===== src/rtl/key_conditioner.sv =====
`default_nettype none
// ============================================================================
//  Module      : key_conditioner
//  Description : Synchronises, debounces and edge-detects the push-button
//                keys into one-cycle press/release events. Synchronises the
//                slide switches and snapshots them on every accepted press.
//  Revision    : 1.0  initial release
// ============================================================================
module key_conditioner #(
  parameter int N_KEYS          = 2,
  parameter int N_SW            = 4,
  parameter int DEBOUNCE_CYCLES = 1000000
) (
  input  logic              CLOCK_50,
  input  logic              RESET_N,
  input  logic [N_KEYS-1:0] KEY,
  input  logic [N_SW-1:0]   SW,
  output logic [N_KEYS-1:0] KEY_DOWN,
  output logic [N_KEYS-1:0] KEY_PRESS,
  output logic [N_KEYS-1:0] KEY_RELEASE,
  output logic [N_SW-1:0]   SW_SYNC,
  output logic [N_SW-1:0]   SW_SNAP
);

  localparam int                 c_CNT_W    = $clog2(DEBOUNCE_CYCLES + 1);
  localparam logic [c_CNT_W-1:0] c_CNT_LAST = c_CNT_W'(DEBOUNCE_CYCLES - 1);

  logic [N_KEYS-1:0] r_key_meta;
  logic [N_KEYS-1:0] r_key_sync;
  logic [N_SW-1:0]   r_sw_meta;
  logic [N_SW-1:0]   r_sw_sync;
  logic [N_SW-1:0]   r_sw_snap;
  logic [N_KEYS-1:0] w_press_evt;   // key whose debounced level falls this edge

  // Two-flop synchronisers: keys idle high (released), switches idle low
  always_ff @(posedge CLOCK_50 or negedge RESET_N) begin
    if (!RESET_N) begin
      r_key_meta <= '1;
      r_key_sync <= '1;
      r_sw_meta  <= '0;
      r_sw_sync  <= '0;
    end else begin
      r_key_meta <= KEY;
      r_key_sync <= r_key_meta;
      r_sw_meta  <= SW;
      r_sw_sync  <= r_sw_meta;
    end
  end

  for (genvar gi = 0; gi < N_KEYS; gi++) begin : g_key
    logic [c_CNT_W-1:0] r_cnt;
    logic               r_db;
    logic               r_press;
    logic               r_release;
    logic               w_diff;
    logic               w_done;

    // Sample disagrees with the accepted level; the run completes on the last count
    assign w_diff         = r_key_sync[gi] ^ r_db;
    assign w_done         = w_diff && (r_cnt == c_CNT_LAST);
    assign w_press_evt[gi] = w_done & r_db;

    // Debounce counter and accepted level; pulses registered with the level change
    always_ff @(posedge CLOCK_50 or negedge RESET_N) begin
      if (!RESET_N) begin
        r_cnt     <= '0;
        r_db      <= 1'b1;
        r_press   <= 1'b0;
        r_release <= 1'b0;
      end else begin
        r_press   <= w_done & r_db;
        r_release <= w_done & ~r_db;
        if (!w_diff) begin
          r_cnt <= '0;
        end else if (w_done) begin
          r_db  <= r_key_sync[gi];
          r_cnt <= '0;
        end else begin
          r_cnt <= r_cnt + c_CNT_W'(1);
        end
      end
    end

    assign KEY_DOWN[gi]    = ~r_db;
    assign KEY_PRESS[gi]   = r_press;
    assign KEY_RELEASE[gi] = r_release;
  end

  // Capture the synchronised switches once on any accepted press
  always_ff @(posedge CLOCK_50 or negedge RESET_N) begin
    if (!RESET_N) begin
      r_sw_snap <= '0;
    end else if (|w_press_evt) begin
      r_sw_snap <= r_sw_sync;
    end
  end

  assign SW_SYNC = r_sw_sync;
  assign SW_SNAP = r_sw_snap;

endmodule
`default_nettype wire


===== config.mk =====
export PLATFORM = sky130hd
export DESIGN_NAME = key_conditioner
export DESIGN_NICKNAME = d
export VERILOG_FILES = /design/src/rtl/key_conditioner.sv
export SDC_FILE = /design/constraint.sdc
export NUM_CORES = 1
export LEC_CHECK = 0
export CAP_MARGIN = 30
export CORE_MARGIN = 2
export CORE_UTILIZATION = 57
export DETAILED_ROUTE_END_ITERATION = 10
export GPL_TIMING_DRIVEN = 0
export PLACE_DENSITY = 0.78
export SLEW_MARGIN = 0
export SYNTH_ARGS = -nofsm -noshare
export SYNTH_HDL_FRONTEND = slang
export SYNTH_SLANG_ARGS = --single-unit

===== constraint.sdc =====
create_clock -name CLOCK_50 -period 2.65 [get_ports CLOCK_50]
set_clock_uncertainty 0.05 [all_clocks]
set_input_delay 0.3975 -clock CLOCK_50 [delete_from_list [all_inputs] [get_ports CLOCK_50]]
set_output_delay 0.3975 -clock CLOCK_50 [all_outputs]
set_load 0.02 [all_outputs]

clocks.png
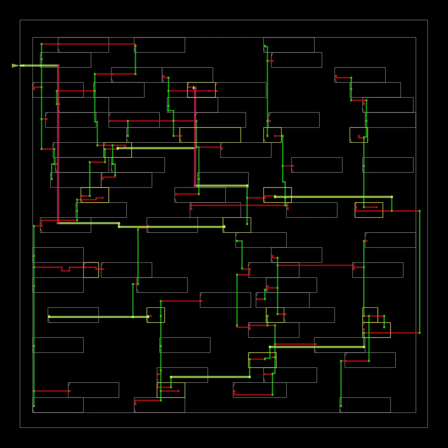
TritonCTS buffer count: 9
Clk Latency, worst-skew pair: 0.34 ns
Clock group: 848 uW
Clock Sink Count: 62
Seq cells: 62

flops_by_reg.png
The bar under the picture is 20 um long. Other sequential cells in the stronger grey, the rest of the logic in the fainter grey.
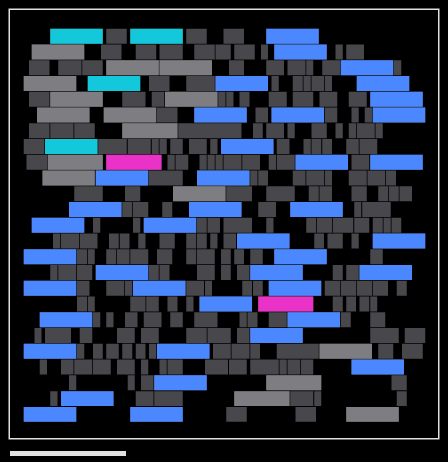
- cyan: SW_SYNC (placed flops 4; where north-west)
- magenta: r_key_sync (placed flops 2)
- blue: g_key.r_cnt (placed flops 40; where spread over the die)

logic_types.png
The bar under the picture is 20 um long.
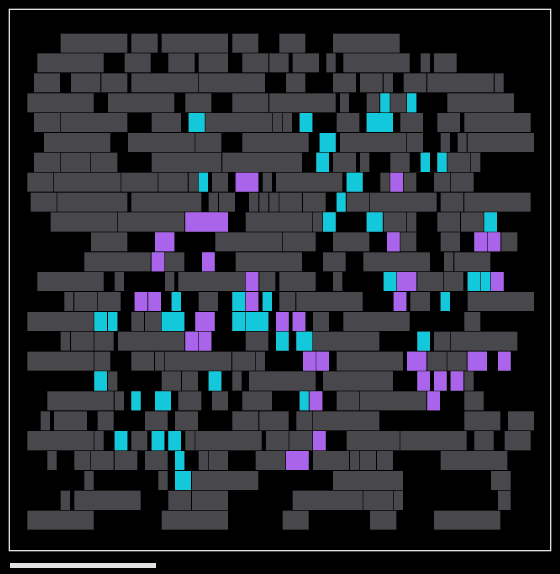
- purple: inverting AOI/OAI gates (cells 33; most used a21oi_1)
- cyan: NAND gates (cells 40; most used nand3_1)

io_placement.png
Pins as bars across the die edge, other pins in grey.
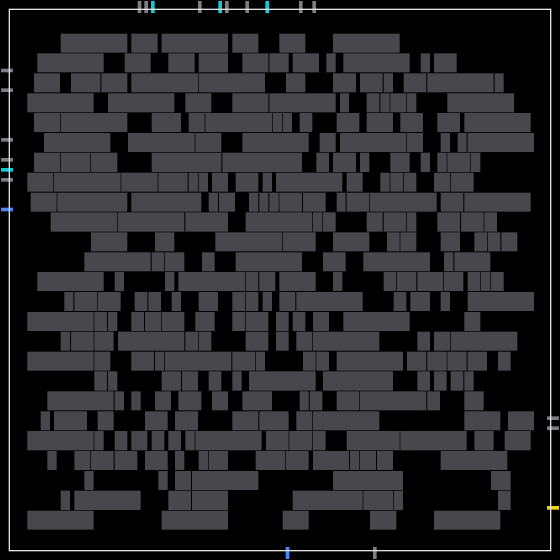
- blue: KEY (pins 2; direction input; edge 1 west, 1 south)
- cyan: SW_SNAP (pins 4; direction output; edge 3 north, 1 west)
- yellow: RESET_N (pins 1; direction input; edge east)
- all pins by edge: 10 north, 7 west, 3 east, 2 south
Die Wd: 73.9 um
Die H: 73.9 um
Port Buffers: 21

wires.png
Only two layers are drawn.
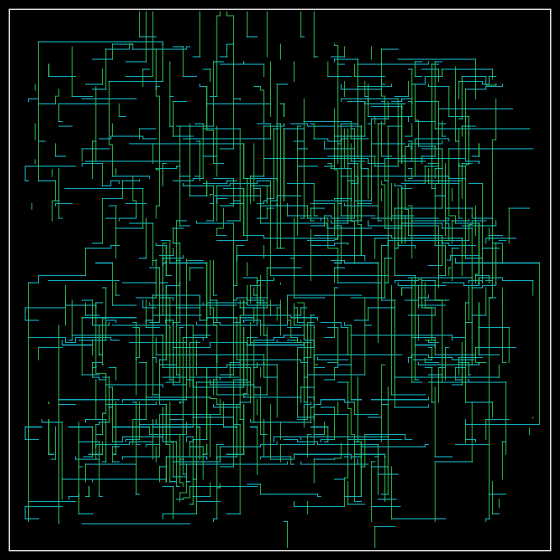
- cyan: metal 1 (wire length 2270 um)
- green: metal 2 (wire length 2690 um)

==> flow_metrics.tcl <==
# flow metrics
set metrics [dict create \
    post_cts_resized 0 \
    pwr_density_cell_nw_per_um2 575 \
    grt_use_met3 0.0809 \
    wl_per_cell_um 14.3 \
    yosysWarnings 0 \
    final_nets 302 \
    p_switching_uw 458 \
    reg2reg_slack_ns 0.50 \
    grt_pass1_vias 1955 \
    relSlewSlack 0.599 \
    final_cell_mix "dfrtp_1, nor2_1, clkdlybuf4s50_1" \
    ff_type "dfrtp_1" \
    grt_max_degree 38 \
    maxCapViolCount 0 \
    clock.fmax_mhz 465 \
    cts_max_level 3 \
    num_vias 2075 \
    warnings 26 \
    ys_sh_aoi 0.0706 \
    seq_share 0.473 \
    fin_util 0.698 \
    p_leak_nw 1.33 \
    timing.final.crit_share 0.811 \
    status "finished clean" \
    drc 0 \
    fin_cells 364 \
    dominant_cells "sequential cells" \
    simple_gate_area_frac 0.229 \
    synth_cells 259 \
    grt_use_met2 0.352 \
    finalSetupViolCount 0 \
    post-dp-hpwl_um 3570 \
    xor_share 0.0692 \
    dr.first_iter.drc_count 110 \
    grt_pass1_wl_um 8960 \
    postPlaceCellArea_um2 3090 \
    drive_gt1_frac 0.138 \
    fin_ws_ns 0.501 \
    crit_buf_inv 0 \
    netlist_area_um2 2780 \
    comb.multi_input.count 177 \
    signal_buffer_area_fraction 0.0903 \
    grt_usage 0.223 \
    r2r-end "g_key[1].r_db" \
    whs_ns 0.00335 \
]
Power is estimated from default activity; no workload was simulated.
